[src/rtl/mips_mc_ctrl.sv]
// Multicycle MIPS control unit: instruction FSM with memory handshake and a
// watchdog that traps to a sticky ERROR state when memory stops answering.
module mips_mc_ctrl #(
    parameter int TIMEOUT = 16,
    parameter int TO_W    = 5
) (
    input  logic       clk,
    input  logic       reset,
    input  logic [5:0] op,
    input  logic [5:0] funct,
    input  logic       zero,
    input  logic       mem_ready,
    output logic       pcen,
    output logic       memread,
    output logic       memwrite,
    output logic       irwrite,
    output logic       regwrite,
    output logic       alusrca,
    output logic       iord,
    output logic       zeroext,
    output logic [1:0] regdst,
    output logic [1:0] memtoreg,
    output logic [1:0] alusrcb,
    output logic [1:0] pcsrc,
    output logic [3:0] alucontrol,
    output logic       illegal,
    output logic       err
);

    localparam logic [5:0] OP_RTYPE = 6'b000000;
    localparam logic [5:0] OP_J     = 6'b000010;
    localparam logic [5:0] OP_JAL   = 6'b000011;
    localparam logic [5:0] OP_BEQ   = 6'b000100;
    localparam logic [5:0] OP_BNE   = 6'b000101;
    localparam logic [5:0] OP_ADDI  = 6'b001000;
    localparam logic [5:0] OP_SLTI  = 6'b001010;
    localparam logic [5:0] OP_ANDI  = 6'b001100;
    localparam logic [5:0] OP_ORI   = 6'b001101;
    localparam logic [5:0] OP_LW    = 6'b100011;
    localparam logic [5:0] OP_SW    = 6'b101011;

    localparam logic [3:0] ALU_ADD = 4'b0010;
    localparam logic [3:0] ALU_SUB = 4'b0110;
    localparam logic [3:0] ALU_AND = 4'b0000;
    localparam logic [3:0] ALU_OR  = 4'b0001;
    localparam logic [3:0] ALU_SLT = 4'b0111;
    localparam logic [3:0] ALU_NOR = 4'b1100;

    localparam logic [TO_W-1:0] TO_LAST = TO_W'((TIMEOUT > 0) ? TIMEOUT - 1 : 0);

    typedef enum logic [3:0] {
        FETCH, DECODE, MEMADR, MEMRD, MEMWB, MEMWR, RTYPEEX, RTYPEWB,
        BEQEX, BNEEX, IEX, IWB, JEX, JALEX, ERROR
    } state_t;

    typedef struct packed {
        logic       pcen;
        logic       memread;
        logic       memwrite;
        logic       irwrite;
        logic       regwrite;
        logic       alusrca;
        logic       iord;
        logic       zeroext;
        logic [1:0] regdst;
        logic [1:0] memtoreg;
        logic [1:0] alusrcb;
        logic [1:0] pcsrc;
        logic [3:0] alucontrol;
        logic       illegal;
        logic       err;
    } ctl_t;

    state_t          state_reg, state_next;
    logic [TO_W-1:0] count_reg, count_next;
    logic            run_reg;
    logic            waiting;
    logic            timed_out;
    ctl_t            ctl;

    // run_reg holds outputs quiet until the first clock edge after reset release
    always_ff @(posedge clk or negedge reset) begin
        if (!reset) begin
            state_reg <= FETCH;
            count_reg <= '0;
            run_reg   <= 1'b0;
        end else begin
            state_reg <= state_next;
            count_reg <= count_next;
            run_reg   <= 1'b1;
        end
    end

    assign waiting   = ((state_reg == FETCH) || (state_reg == MEMRD) || (state_reg == MEMWR))
                       && !mem_ready;
    assign timed_out = (TIMEOUT > 0) && waiting && (count_reg == TO_LAST);

    always_comb begin
        ctl        = '0;
        state_next = state_reg;
        case (state_reg)
            FETCH: begin
                ctl.memread    = 1'b1;
                ctl.alusrcb    = 2'b01;
                ctl.alucontrol = ALU_ADD;
                if (mem_ready) begin
                    ctl.irwrite = 1'b1;
                    ctl.pcen    = 1'b1;
                    state_next  = DECODE;
                end else if (timed_out) begin
                    state_next = ERROR;
                end
            end
            DECODE: begin
                ctl.alusrcb    = 2'b11;
                ctl.alucontrol = ALU_ADD;
                case (op)
                    OP_LW, OP_SW:                     state_next = MEMADR;
                    OP_RTYPE:                         state_next = RTYPEEX;
                    OP_BEQ:                           state_next = BEQEX;
                    OP_BNE:                           state_next = BNEEX;
                    OP_ADDI, OP_ANDI, OP_ORI, OP_SLTI: state_next = IEX;
                    OP_J:                             state_next = JEX;
                    OP_JAL:                           state_next = JALEX;
                    default: begin
                        ctl.illegal = 1'b1;
                        state_next  = FETCH;
                    end
                endcase
            end
            MEMADR: begin
                ctl.alusrca    = 1'b1;
                ctl.alusrcb    = 2'b10;
                ctl.alucontrol = ALU_ADD;
                if (op == OP_SW)
                    state_next = MEMWR;
                else if (op == OP_LW)
                    state_next = MEMRD;
                else
                    state_next = FETCH;
            end
            MEMRD: begin
                ctl.iord    = 1'b1;
                ctl.memread = 1'b1;
                if (mem_ready)
                    state_next = MEMWB;
                else if (timed_out)
                    state_next = ERROR;
            end
            MEMWB: begin
                ctl.regwrite = 1'b1;
                ctl.memtoreg = 2'b01;
                state_next   = FETCH;
            end
            MEMWR: begin
                ctl.iord     = 1'b1;
                ctl.memwrite = 1'b1;
                if (mem_ready)
                    state_next = FETCH;
                else if (timed_out)
                    state_next = ERROR;
            end
            RTYPEEX: begin
                ctl.alusrca = 1'b1;
                state_next  = RTYPEWB;
                case (funct)
                    6'b100000: ctl.alucontrol = ALU_ADD;
                    6'b100010: ctl.alucontrol = ALU_SUB;
                    6'b100100: ctl.alucontrol = ALU_AND;
                    6'b100101: ctl.alucontrol = ALU_OR;
                    6'b101010: ctl.alucontrol = ALU_SLT;
                    6'b100111: ctl.alucontrol = ALU_NOR;
                    default: begin
                        ctl.illegal = 1'b1;
                        state_next  = FETCH;
                    end
                endcase
            end
            RTYPEWB: begin
                ctl.regwrite = 1'b1;
                ctl.regdst   = 2'b01;
                state_next   = FETCH;
            end
            BEQEX, BNEEX: begin
                ctl.alusrca    = 1'b1;
                ctl.alucontrol = ALU_SUB;
                ctl.pcsrc      = 2'b01;
                ctl.pcen       = (state_reg == BEQEX) ? zero : ~zero;
                state_next     = FETCH;
            end
            IEX: begin
                ctl.alusrca = 1'b1;
                ctl.alusrcb = 2'b10;
                case (op)
                    OP_ANDI: begin
                        ctl.alucontrol = ALU_AND;
                        ctl.zeroext    = 1'b1;
                    end
                    OP_ORI: begin
                        ctl.alucontrol = ALU_OR;
                        ctl.zeroext    = 1'b1;
                    end
                    OP_SLTI: ctl.alucontrol = ALU_SLT;
                    default: ctl.alucontrol = ALU_ADD;
                endcase
                state_next = IWB;
            end
            IWB: begin
                ctl.regwrite = 1'b1;
                state_next   = FETCH;
            end
            JEX, JALEX: begin
                ctl.pcen  = 1'b1;
                ctl.pcsrc = 2'b10;
                if (state_reg == JALEX) begin
                    ctl.regwrite = 1'b1;
                    ctl.regdst   = 2'b10;
                    ctl.memtoreg = 2'b10;
                end
                state_next = FETCH;
            end
            ERROR: begin
                ctl.err    = 1'b1;
                state_next = ERROR;
            end
            default: state_next = FETCH;
        endcase

        if (!run_reg) begin
            ctl        = '0;
            state_next = FETCH;
        end
    end

    // Counter clears on entry to a wait state and on mem_ready; saturates at all-ones
    always_comb begin
        count_next = '0;
        if (run_reg && waiting && (state_next == state_reg))
            count_next = (count_reg == '1) ? count_reg : count_reg + TO_W'(1);
    end

    assign pcen       = ctl.pcen;
    assign memread    = ctl.memread;
    assign memwrite   = ctl.memwrite;
    assign irwrite    = ctl.irwrite;
    assign regwrite   = ctl.regwrite;
    assign alusrca    = ctl.alusrca;
    assign iord       = ctl.iord;
    assign zeroext    = ctl.zeroext;
    assign regdst     = ctl.regdst;
    assign memtoreg   = ctl.memtoreg;
    assign alusrcb    = ctl.alusrcb;
    assign pcsrc      = ctl.pcsrc;
    assign alucontrol = ctl.alucontrol;
    assign illegal    = ctl.illegal;
    assign err        = ctl.err;

endmodule

[config.mk]
export PLATFORM = sky130hd
export DESIGN_NAME = mips_mc_ctrl
export DESIGN_NICKNAME = d
export VERILOG_FILES = /design/src/rtl/mips_mc_ctrl.sv
export SDC_FILE = /design/constraint.sdc
export NUM_CORES = 1
export LEC_CHECK = 0
export CORE_ASPECT_RATIO = 0.8
export CORE_MARGIN = 1
export CORE_UTILIZATION = 48
export CTS_CLUSTER_SIZE = 8
export DETAILED_ROUTE_END_ITERATION = 10
export GPL_TIMING_DRIVEN = 0
export PLACE_DENSITY = 0.8
export SLEW_MARGIN = 0
export SYNTH_ARGS = -nofsm -noshare
export SYNTH_HDL_FRONTEND = slang
export SYNTH_SLANG_ARGS = --single-unit
[constraint.sdc]
create_clock -name clk -period 2.3 [get_ports clk]
set_input_delay 0.46 -clock clk [delete_from_list [all_inputs] [get_ports clk]]
set_output_delay 0.46 -clock clk [all_outputs]
set_load 0.02 [all_outputs]
==> Slide: Implementation Results <==
Key Metrics from the Run

Setup path
  • Crit path required time: 2.45 ns
  • CP Max Fanout: 5
  • Crit-path max cell delay: 0.41 ns
  • R2R depth: 9
  • CP Capture Type: flip-flop
  • Worst Path Buf+Inv: 0
  • Arrival time at the worst endpoint: 2.36 ns
  • CP Cell Sequence: ha_1 -> and3_1 -> ha_2 -> nand2b_1 -> nor3_2 -> a211oi_2 -> a21oi_1 -> o2111ai_2 -> nor2_1
  • CP max-delay cell: dfrtp_1
  • Worst setup path category: flip-flop to flip-flop
  • CP top delay family: AND-OR/OR-AND gates
  • CP startpoint kind: flip-flop

Clock network
  • Hold Buf Count CTS: 0
  • CTS root buffer: clkbuf_4
  • CTS tree: yes
  • Max Root-Sink Buffers: 2
  • Worst skew pair latency: 0.27 ns
  • Num Clock Sinks: 10
  • Worst-path clk slew: 0.07 ns
  • H-tree depth: 1

Synth
  • Top_reg_cell synth: dfrtp_1
  • Distinct cells, synth: 56
  • Synth async-reset ratio: 1.00
  • Post-synthesis register bit count: 10
  • Max-area cell share: 0.185
  • Post-synth area from yosys stat: 1350 sq um
  • Syn Nets: 207
  • Cell area after synthesis: 1350 sq um
  • EDFF count, synth: 0
  • Most frequent cells after synthesis: nor2_1, nand2_1, nor3_1, a21oi_1, dfrtp_1
  • Mapped Cells: 188
  • Ys cells: 188
  • Syn avg cell area: 7.19 sq um
  • Synth area leader: dfrtp_1

Route
  • Routed Antenna Nets: 0
  • DR DRC count: 0
  • TritonRoute pass-1 iters: 4

GRT
  • Global route overflow: 0
  • Global-route wire length before repair: 6.79 mm
  • Largest net degree at the start of global routing: 11
  • Antenna violations before repair: 0
  • Vias in the first global route: 1484

Placed design
  • Placed wire-length estimate: 3.22 mm
  • Final Wtd Congestion: 0.939
  • Post-Place Worst Slack: -0.645 ns

Final layout
  • Register Area: 251 sq um
  • Diode count: 0
  • Layout cells sized above 1: 0.257
  • Logic area: 1060 sq um
  • Max reg flops: 5
  • Net count, final: 247
  • Fill count: 244
  • Fin util: 0.702

Die
  • Io pins: 38
  • Chip area: 3030 sq um
  • Die Width: 61.3 um
  • Row count: 16
  • Core area: 2560 sq um

Timing
  • Clock skew: 0.0124 ns
  • F_max: 0.452 GHz
  • Unrepaired setup endpoints after global routing: yes
  • Hold Violations, Final: 0
  • Final worst-path cycle share: 0.962
  • Tmin final: 2.21 ns
  • PnR worst setup slack: 0.0871 ns
  • Pins Over Slew Limit: 0

Pwr
  • Pleak: 0.818 nW
  • Peak supply drop: 0.287 mV
  • Pwr dens: 257 nW/um^2

Job
  • Log Warnings: 28
  • Max Cap Viol: 0

Run status
  • Status: complete, no violations
[final timing paths]
check | slack (ns) | endpoint | start
setup / recovery | 0.09 | count_reg[2] | count_reg[0]
hold / removal | 0.51 | count_reg[0] | reset
setup reg to reg | 0.09 | count_reg[2] | count_reg[0]
hold reg to reg | 0.56 | count_reg[3] | count_reg[3]
min in group clk | 0.56 | count_reg[3] | count_reg[3]
max in group asynchronous | 1.42 | run_reg | reset
[worst reg2reg max path: cells and delay by family (launching register included)]
| kind | cells | cell delay [ns] |
|---|---|---|
| DFF | 1 | 0.41 |
| AOI/OAI and AO/OA | 3 | 0.72 |
| adders and majority gates | 2 | 0.43 |
| and+or+nand+nor | 4 | 0.52 |
[metrics by stage]
step                      std cells  total power [mW]  setup TNS (ns)  cell area (sq um)
after floorplan                 188             0.275               0               1350
after global placement          258             0.338           -3.77               1740
after detailed placement        258             0.344           -4.24               1740
after CTS                       261             0.456               0               1760
after global routing            262             0.484         -0.0213               1800
final                           262             0.462               0               1800
[cells by family (layout without fill, tap and decap cells)]
kind of cell,after synthesis,count (layout),share of synthesized area
mux,2,2,0.0157
fa+ha+maj,3,3,0.0278
other cells,1,1,0.00278
buf+inv,22,60,0.0815
flops,10,10,0.185
xor+xnor,5,5,0.0324
compound gates,43,43,0.243
simple gates,102,102,0.412
[cell usage in the layout (no fill, tap or decap), types with 4 or more instances in the layout]
cell and n:
a211oi_2 5, nor2b_1 6, clkbuf_2 5, nor2_1 29, clkbuf_4 5, xor2_1 4
inv_1 7, o21ai_0 4, dfrtp_1 9, a21oi_1 9, buf_4 9, buf_2 6
nand2_1 14, dlygate4sd2_1 19, nand2b_1 6, nand3_1 4, nor3_1 9
[where the power goes]
group	switching [mW]	internal (mW)	leakage [nW]	total, mW
Sequential	0.00651	0.180	0.135	0.187
Clock	0.0623	0.0604	0.0138	0.123
Combinational	0.0914	0.0612	0.670	0.153
[metal layers]
layer,track usage,vias to the layer above,part of all wire
met1,0.415,742,0.45
met5,0,-,0
met4,0.0833,0,0.0031
met3,0.0525,2,0.079
met2,0.460,83,0.46
li1,-,751,-
[cell type report]
| cell class | instances | area share |
|---|---|---|
| Tap cell | 36 | 0.0250 |
| Inverter | 8 | 0.0167 |
| Buffer | 13 | 0.0515 |
| Clock buffer | 3 | 0.0125 |
| Timing Repair Buffer | 36 | 0.166 |
| Sequential cell | 10 | 0.140 |
| Multi-Input combinational cell | 156 | 0.588 |
[timing repair]
action / 4_1_cts / 5_1_grt
pin swaps: 2 / 4
setup buffers: 1 / 1
cloned: 0 / 0
resized: 61 / 27
endpoints found under the setup margin: 23 / 16
**Cell sizes after repair**

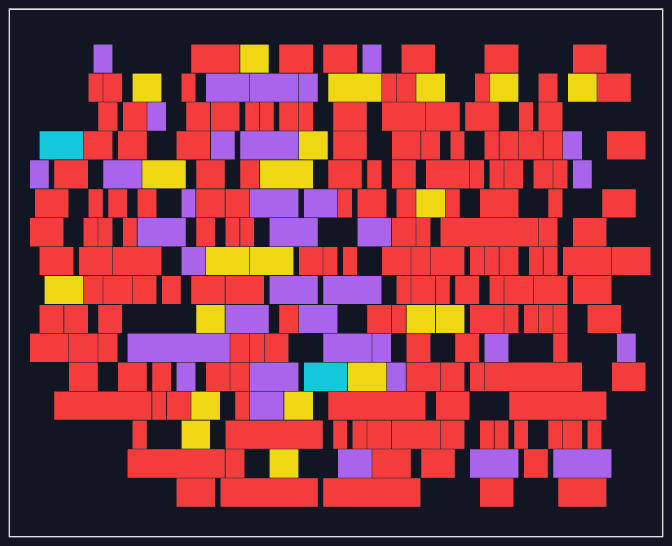
size	color	cells	most used
drive 2	purple	35	buf_2
drive 1 or less	red	168	nor2_1
drive 3 to 4	yellow	21	buf_4
drive 6 and up	cyan	2	buf_6

**Sequential cells grouped by signal name**

Scale bar: 20 um. Other sequential cells in the stronger gray, the rest of the logic in the fainter gray.
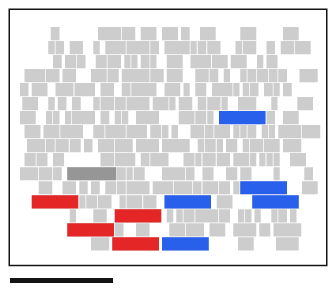
signal	color	flops
`state_reg`	red	4
`count_reg`	blue	5
not colored	1

**Routed metal, one color a layer**

Only two layers are drawn.
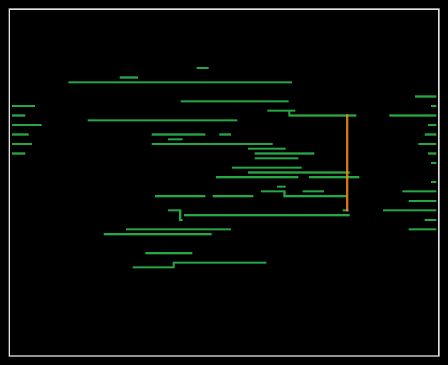
layer	color	wire length
met3	green	337 um
met4	orange	13.6 um
drt wl/cell: 16.3 um
WL final: 4.26 mm
routed vias: 1578
GRT Resource Usage Total: 0.297

**Track usage over the die**

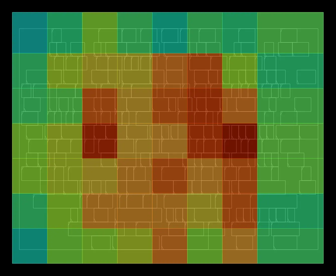
met1 usage: 0.415
met2 usage: 0.460
GR Util met3: 0.0525
most used routing layer: met2

Power is estimated from default activity; no workload was simulated.
